<file path="config.mk">
export PLATFORM = sky130hd
export DESIGN_NAME = noc_flit_eject_axis_flat
export DESIGN_NICKNAME = d
export VERILOG_FILES = /design/src/rtl/noc_flit_eject_axis_if.sv /design/src/rtl/noc_flit_eject_axis.sv /design/src/flat_wrapper.sv
export SDC_FILE = /design/constraint.sdc
export NUM_CORES = 1
export LEC_CHECK = 0
export CAP_MARGIN = 20
export CORE_MARGIN = 8
export CORE_UTILIZATION = 63
export CTS_BUF_LIST = sky130_fd_sc_hd__clkbuf_2
export DETAILED_ROUTE_END_ITERATION = 8
export PLACE_DENSITY = 0.95
export SLEW_MARGIN = 40
export SYNTH_ARGS = -nofsm -noshare
export SYNTH_HDL_FRONTEND = slang
export SYNTH_HIERARCHICAL = 1
export SYNTH_SLANG_ARGS = --single-unit
</file>
<file path="constraint.sdc">
create_clock -name clk_noc -period 6.8 [get_ports clk_noc]
set_clock_uncertainty 0.05 [all_clocks]
set_input_delay 2.04 -clock clk_noc [delete_from_list [all_inputs] [get_ports clk_noc]]
set_output_delay 2.04 -clock clk_noc [all_outputs]
set_load 0.01 [all_outputs]
</file>
<file path="src/rtl/noc_flit_eject_axis_if.sv">
// Ejection-port bundle: router send/credit link on one side, AXI-Stream beats on the other.
// The slave modport is the ejection block's view; the master modport is the environment's.
interface noc_flit_eject_axis_if #(
  parameter int TDATA_WIDTH          = 32,
  parameter int TID_WIDTH            = 2,
  parameter int TDEST_WIDTH          = 4,
  parameter int SERIALIZATION_FACTOR = 1
);
  localparam int FLIT_WIDTH = TDATA_WIDTH / SERIALIZATION_FACTOR;
  localparam int DEST_WIDTH = TDEST_WIDTH + TID_WIDTH;

  logic [FLIT_WIDTH-1:0]  data_in;
  logic [DEST_WIDTH-1:0]  dest_in;
  logic                   is_tail_in;
  logic                   send_in;
  logic                   credit_out;
  logic                   axis_out_tvalid;
  logic                   axis_out_tready;
  logic [TDATA_WIDTH-1:0] axis_out_tdata;
  logic                   axis_out_tlast;
  logic [TID_WIDTH-1:0]   axis_out_tid;
  logic [TDEST_WIDTH-1:0] axis_out_tdest;
  logic                   overflow_err;

  modport slave (
    input  data_in, dest_in, is_tail_in, send_in, axis_out_tready,
    output credit_out, axis_out_tvalid, axis_out_tdata, axis_out_tlast,
           axis_out_tid, axis_out_tdest, overflow_err
  );

  modport master (
    output data_in, dest_in, is_tail_in, send_in, axis_out_tready,
    input  credit_out, axis_out_tvalid, axis_out_tdata, axis_out_tlast,
           axis_out_tid, axis_out_tdest, overflow_err
  );
endinterface

</file>
<file path="src/rtl/noc_flit_eject_axis.sv">
// NoC ejection endpoint: credit-managed flit buffer feeding a flit-to-beat reassembler
// that presents packets as AXI-Stream beats.
module noc_flit_eject_slice #(
  parameter int W = 8
) (
  input  logic         clk,
  input  logic         rst,
  input  logic         ld,
  input  logic         clr,
  input  logic [W-1:0] d,
  output logic [W-1:0] q
);
  always_ff @(posedge clk) begin
    if (rst)      q <= '0;
    else if (ld)  q <= d;
    else if (clr) q <= '0;
  end
endmodule

module noc_flit_eject_axis #(
  parameter int TDATA_WIDTH          = 32,
  parameter int TID_WIDTH            = 2,
  parameter int TDEST_WIDTH          = 4,
  parameter int SERIALIZATION_FACTOR = 1,
  parameter int FLIT_BUFFER_DEPTH    = 4,
  parameter int FLIT_WIDTH           = TDATA_WIDTH / SERIALIZATION_FACTOR,
  parameter int DEST_WIDTH           = TDEST_WIDTH + TID_WIDTH
) (
  input logic                 clk_noc,
  input logic                 rst_noc_sync,
  noc_flit_eject_axis_if.slave bus
);
  localparam int SF = SERIALIZATION_FACTOR;
  localparam int PW = (FLIT_BUFFER_DEPTH > 1) ? $clog2(FLIT_BUFFER_DEPTH) : 1;
  localparam int CW = $clog2(FLIT_BUFFER_DEPTH + 1);
  localparam int IW = (SF > 1) ? $clog2(SF) : 1;

  typedef struct packed {
    logic [FLIT_WIDTH-1:0] data;
    logic [DEST_WIDTH-1:0] dest;
    logic                  tail;
  } flit_t;

  flit_t                         mem [FLIT_BUFFER_DEPTH];
  flit_t                         head;
  logic [PW-1:0]                 wr_ptr, rd_ptr;
  logic [CW-1:0]                 count;
  logic [IW-1:0]                 idx;
  logic                          full, empty, pop, push, close;
  logic                          tvalid, tlast, credit, ovf;
  logic [TID_WIDTH-1:0]          tid;
  logic [TDEST_WIDTH-1:0]        tdest;
  logic [SF-1:0][FLIT_WIDTH-1:0] slice_q;

  assign head  = mem[rd_ptr];
  assign full  = (count == CW'(FLIT_BUFFER_DEPTH));
  assign empty = (count == '0);
  // A pending beat blocks further pops until the sink takes it.
  assign pop   = !empty && (!tvalid || bus.axis_out_tready);
  assign push  = bus.send_in && (!full || pop);
  assign close = pop && ((idx == IW'(SF - 1)) || head.tail);

  function automatic logic [PW-1:0] ptr_inc(input logic [PW-1:0] p);
    return (p == PW'(FLIT_BUFFER_DEPTH - 1)) ? '0 : p + PW'(1);
  endfunction

  always_ff @(posedge clk_noc) begin
    if (push) mem[wr_ptr] <= {bus.data_in, bus.dest_in, bus.is_tail_in};
  end

  always_ff @(posedge clk_noc) begin
    if (rst_noc_sync) begin
      wr_ptr <= '0;
      rd_ptr <= '0;
      count  <= '0;
    end else begin
      if (push) wr_ptr <= ptr_inc(wr_ptr);
      if (pop)  rd_ptr <= ptr_inc(rd_ptr);
      case ({push, pop})
        2'b10:   count <= count + CW'(1);
        2'b01:   count <= count - CW'(1);
        default: count <= count;
      endcase
    end
  end

  // Slice 0 overwrites on every new beat; higher slices clear so short packets pad with zero.
  for (genvar s = 0; s < SF; s++) begin : g_slice
    noc_flit_eject_slice #(.W(FLIT_WIDTH)) u_slice (
      .clk (clk_noc),
      .rst (rst_noc_sync),
      .ld  (pop && (idx == IW'(s))),
      .clr (pop && (idx == '0) && (s != 0)),
      .d   (head.data),
      .q   (slice_q[s])
    );
  end

  always_ff @(posedge clk_noc) begin
    if (rst_noc_sync) begin
      tvalid <= 1'b0;
      tlast  <= 1'b0;
      tid    <= '0;
      tdest  <= '0;
      idx    <= '0;
      credit <= 1'b0;
      ovf    <= 1'b0;
    end else begin
      credit <= pop;
      if (bus.send_in && full && !pop) ovf <= 1'b1;
      if (pop && (idx == '0)) begin
        tid   <= head.dest[DEST_WIDTH-1:TDEST_WIDTH];
        tdest <= head.dest[TDEST_WIDTH-1:0];
      end
      if (close) begin
        tvalid <= 1'b1;
        tlast  <= head.tail;
        idx    <= '0;
      end else begin
        if (pop) idx <= idx + IW'(1);
        if (bus.axis_out_tready) tvalid <= 1'b0;
      end
    end
  end

  assign bus.credit_out      = credit;
  assign bus.axis_out_tvalid = tvalid;
  assign bus.axis_out_tdata  = slice_q;
  assign bus.axis_out_tlast  = tlast;
  assign bus.axis_out_tid    = tid;
  assign bus.axis_out_tdest  = tdest;
  assign bus.overflow_err    = ovf;
endmodule

</file>
<file path="src/flat_wrapper.sv">
// flat-port wrapper written by rule: the top's interface ports become plain ports
module noc_flit_eject_axis_flat 
#(
  parameter int TDATA_WIDTH          = 32,
  parameter int TID_WIDTH            = 2,
  parameter int TDEST_WIDTH          = 4,
  parameter int SERIALIZATION_FACTOR = 1,
  parameter int FLIT_BUFFER_DEPTH    = 4,
  parameter int FLIT_WIDTH           = TDATA_WIDTH / SERIALIZATION_FACTOR,
  parameter int DEST_WIDTH           = TDEST_WIDTH + TID_WIDTH
)
  (clk_noc, rst_noc_sync, bus_data_in, bus_dest_in, bus_is_tail_in, bus_send_in, bus_axis_out_tready, bus_credit_out, bus_axis_out_tvalid, bus_axis_out_tdata, bus_axis_out_tlast, bus_axis_out_tid, bus_axis_out_tdest, bus_overflow_err);
  noc_flit_eject_axis_if #(.TDATA_WIDTH(TDATA_WIDTH), .TID_WIDTH(TID_WIDTH), .TDEST_WIDTH(TDEST_WIDTH), .SERIALIZATION_FACTOR(SERIALIZATION_FACTOR)) bus_i ();
  input logic clk_noc;
  input logic rst_noc_sync;
  input wire logic [$bits(bus_i.data_in)-1:0] bus_data_in;
  input wire logic [$bits(bus_i.dest_in)-1:0] bus_dest_in;
  input wire logic [$bits(bus_i.is_tail_in)-1:0] bus_is_tail_in;
  input wire logic [$bits(bus_i.send_in)-1:0] bus_send_in;
  input wire logic [$bits(bus_i.axis_out_tready)-1:0] bus_axis_out_tready;
  output wire logic [$bits(bus_i.credit_out)-1:0] bus_credit_out;
  output wire logic [$bits(bus_i.axis_out_tvalid)-1:0] bus_axis_out_tvalid;
  output wire logic [$bits(bus_i.axis_out_tdata)-1:0] bus_axis_out_tdata;
  output wire logic [$bits(bus_i.axis_out_tlast)-1:0] bus_axis_out_tlast;
  output wire logic [$bits(bus_i.axis_out_tid)-1:0] bus_axis_out_tid;
  output wire logic [$bits(bus_i.axis_out_tdest)-1:0] bus_axis_out_tdest;
  output wire logic [$bits(bus_i.overflow_err)-1:0] bus_overflow_err;
  assign bus_i.data_in = bus_data_in;
  assign bus_i.dest_in = bus_dest_in;
  assign bus_i.is_tail_in = bus_is_tail_in;
  assign bus_i.send_in = bus_send_in;
  assign bus_i.axis_out_tready = bus_axis_out_tready;
  assign bus_credit_out = bus_i.credit_out;
  assign bus_axis_out_tvalid = bus_i.axis_out_tvalid;
  assign bus_axis_out_tdata = bus_i.axis_out_tdata;
  assign bus_axis_out_tlast = bus_i.axis_out_tlast;
  assign bus_axis_out_tid = bus_i.axis_out_tid;
  assign bus_axis_out_tdest = bus_i.axis_out_tdest;
  assign bus_overflow_err = bus_i.overflow_err;
  noc_flit_eject_axis #(.TDATA_WIDTH(TDATA_WIDTH), .TID_WIDTH(TID_WIDTH), .TDEST_WIDTH(TDEST_WIDTH), .SERIALIZATION_FACTOR(SERIALIZATION_FACTOR), .FLIT_BUFFER_DEPTH(FLIT_BUFFER_DEPTH), .FLIT_WIDTH(FLIT_WIDTH), .DEST_WIDTH(DEST_WIDTH)) u_core (.clk_noc(clk_noc), .rst_noc_sync(rst_noc_sync), .bus(bus_i));
endmodule
</file>
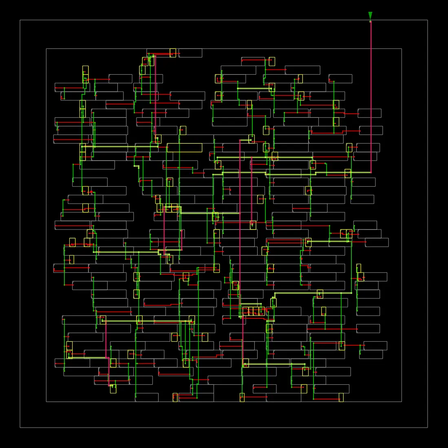
**Above:** clock nets.
count of clock buffers in the final design: 73
CTS sink count: 208
Num CTS Buffers: 47
Late-Pin Clk Latency: 0.74 ns
P_clk: 0.000771 W

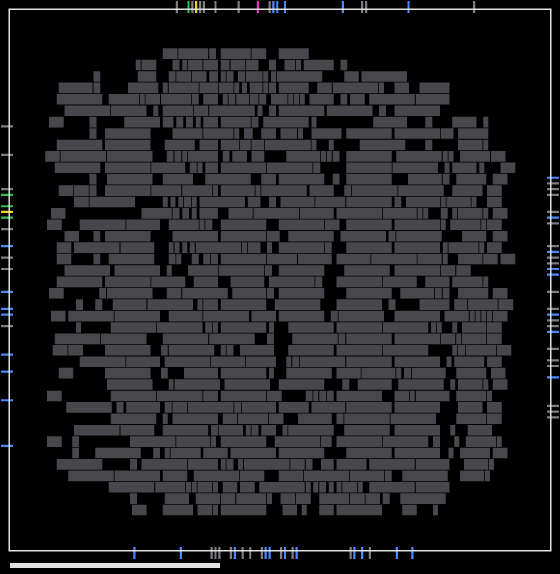
**Above:** I/O pins on the die edge.
Bar = 50 um. Pins as bars across the die edge, other pins in gray.
- magenta: `bus_credit_out` (pins 1; direction output; edge top)
- yellow: `bus_axis_out_tid` (pins 2; direction output; edge 1 left, 1 top)
- blue: `bus_data_in` (pins 32; direction input; edge 11 bottom, 8 left, 8 right, 5 top)
- green: `bus_axis_out_tdest` (pins 4; direction output; edge 3 left, 1 top)
- all pins by edge: 26 right, 22 bottom, 19 left, 18 top
die width: 129 um
port bufs: 84
die height: 129 um

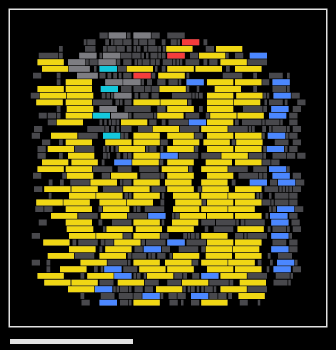
**Above:** where the registers sit.
Bar = 50 um. Other sequential cells in the stronger gray, the rest of the logic in the fainter gray.
- blue: `u_core/g_slice.u_slice/q` (flops 32)
- yellow: `u_core/mem` (flops 156)
- red: `u_core/count` (flops 3)
- cyan: `u_core/bus.axis_out_tdest` (flops 4)
Final Util: 0.750
Power Sequential: 0.00166 W
FF+latch area: 5730 um^2
flop share of the area: 0.611

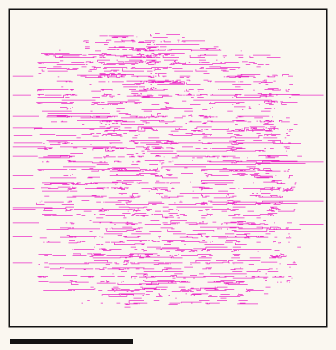
**Above:** met1 routing.
Bar = 50 um.
- share of all routed wire: 36%
- nets with wire on the layer: 573
- main direction: horizontal
- longest straight run: 33.1 um
met1 GRT Util: 0.196
DRT Wirelength: 15600 um
via count: 4340

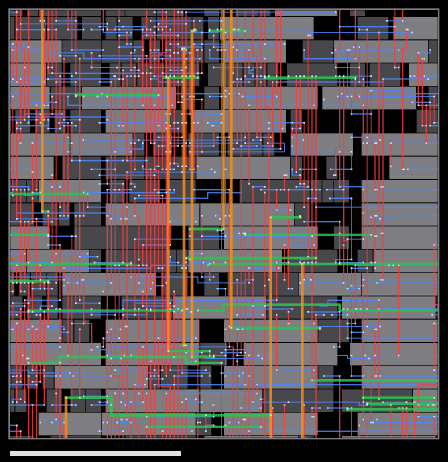
**Above:** zoomed window.
Bar = 20 um. Region (39, 65) to (89, 115) um. Cells in gray, sequential cells in the stronger gray; small squares are vias.
- blue: met1
- red: met2
- orange: met4
- green: met3
- sequential cells in the window: 51
- cells with their middle in the window: 156
- most frequent: edfxtp_1 (35), clkbuf_2 (17), dfxtp_1 (16)
- netlist names of flops here include: `u_core/mem` (35), `u_core/g_slice.u_slice/q` (4), `u_core/bus.axis_out_tdest` (3)

==> results.cfg <==
; flow metrics
[status]
status = completed

[power_and_ir_drop]
power_w = 0.00341
p_per_area_nw_per_um2 = 363
total_leakage_power_nw = 3.12
p_int_w = 0.00234
p_comb_w = 0.000972
clockPowerShare = 0.226
ir_worst_vdd_v = 0.000201
power_frac_seq = 0.489

[route]
drcViolationCount = 0
drt_first_iter_violations = 333
vias_per_cell = 5.64
dr.pass1.iters = 4
wl_met1_um = 5680

[critical_path]
critical_path_class = in -> reg
required_ns = 7.35
crit_arrival_ns = 4.42
r2r_cells = 6
end_kind = flop
path_cells = clkdlybuf4s50_1 -> nand2b_1 -> nand3_2 -> inv_2 -> buf_4 -> nand2_1 -> o32ai_2
cp-startpoint = bus_axis_out_tready
cp_max_fo = 41
path_delay_family = buffers and inverters
r2r-start = u_core/count[1]
critPathBufInv = 3
crit_slowest_cell = buf_4

[placed_design]
pre_cts_slack_ns = 2.24
hpwl_um = 9320
post_dp_cell_area_um2 = 8930

[final_timing]
rsz0062_at_grt = false
fin_ws_ns = 2.93
clock.fmax_mhz = 258
fin_crit_ns = 3.87
hold_ws_ns = 0.438

[yosys]
syn_inst = 448
yosysUniqueCellTypes = 37
yosys_area_um2 = 8010
synthAoiAreaFrac = 0.0764
simple_gate_share = 0.0414
ys_sh_xor = 0
top_cells_by_count = edfxtp_1, dfxtp_1, nand2_1
netlist_area_um2 = 8010
synth_top_flop_cell = edfxtp_1
edf_count = 156
yosys_cells = 448
ys_sh_mux = 0.118

[global_routing]
grt_pass1_vias = 4778
grtUsageMet2 = 0.330
grt_remaining_overflow = 0
antenna_found_initial = 1

[finish]
regMostFlops = u_core/mem
n_all_buffers = 87
final_common_cell = edfxtp_1
top_area_cell_class = sequential cells
stdcell_area_um2 = 9390
comb_area_um2 = 1980
clk_share = 0.0465
nets = 609
fin_cells = 769
largest_reg_flops = 156

[floorplan]
die_area_um2 = 16600
tapCellCount = 172

[worst_hold_path]
hold_path_end = u_core/bus.axis_out_tid[1]

[clock_tree]
ctsHoldBuffers = 0
No activity file was given, so power comes from the tool's default toggle rates.
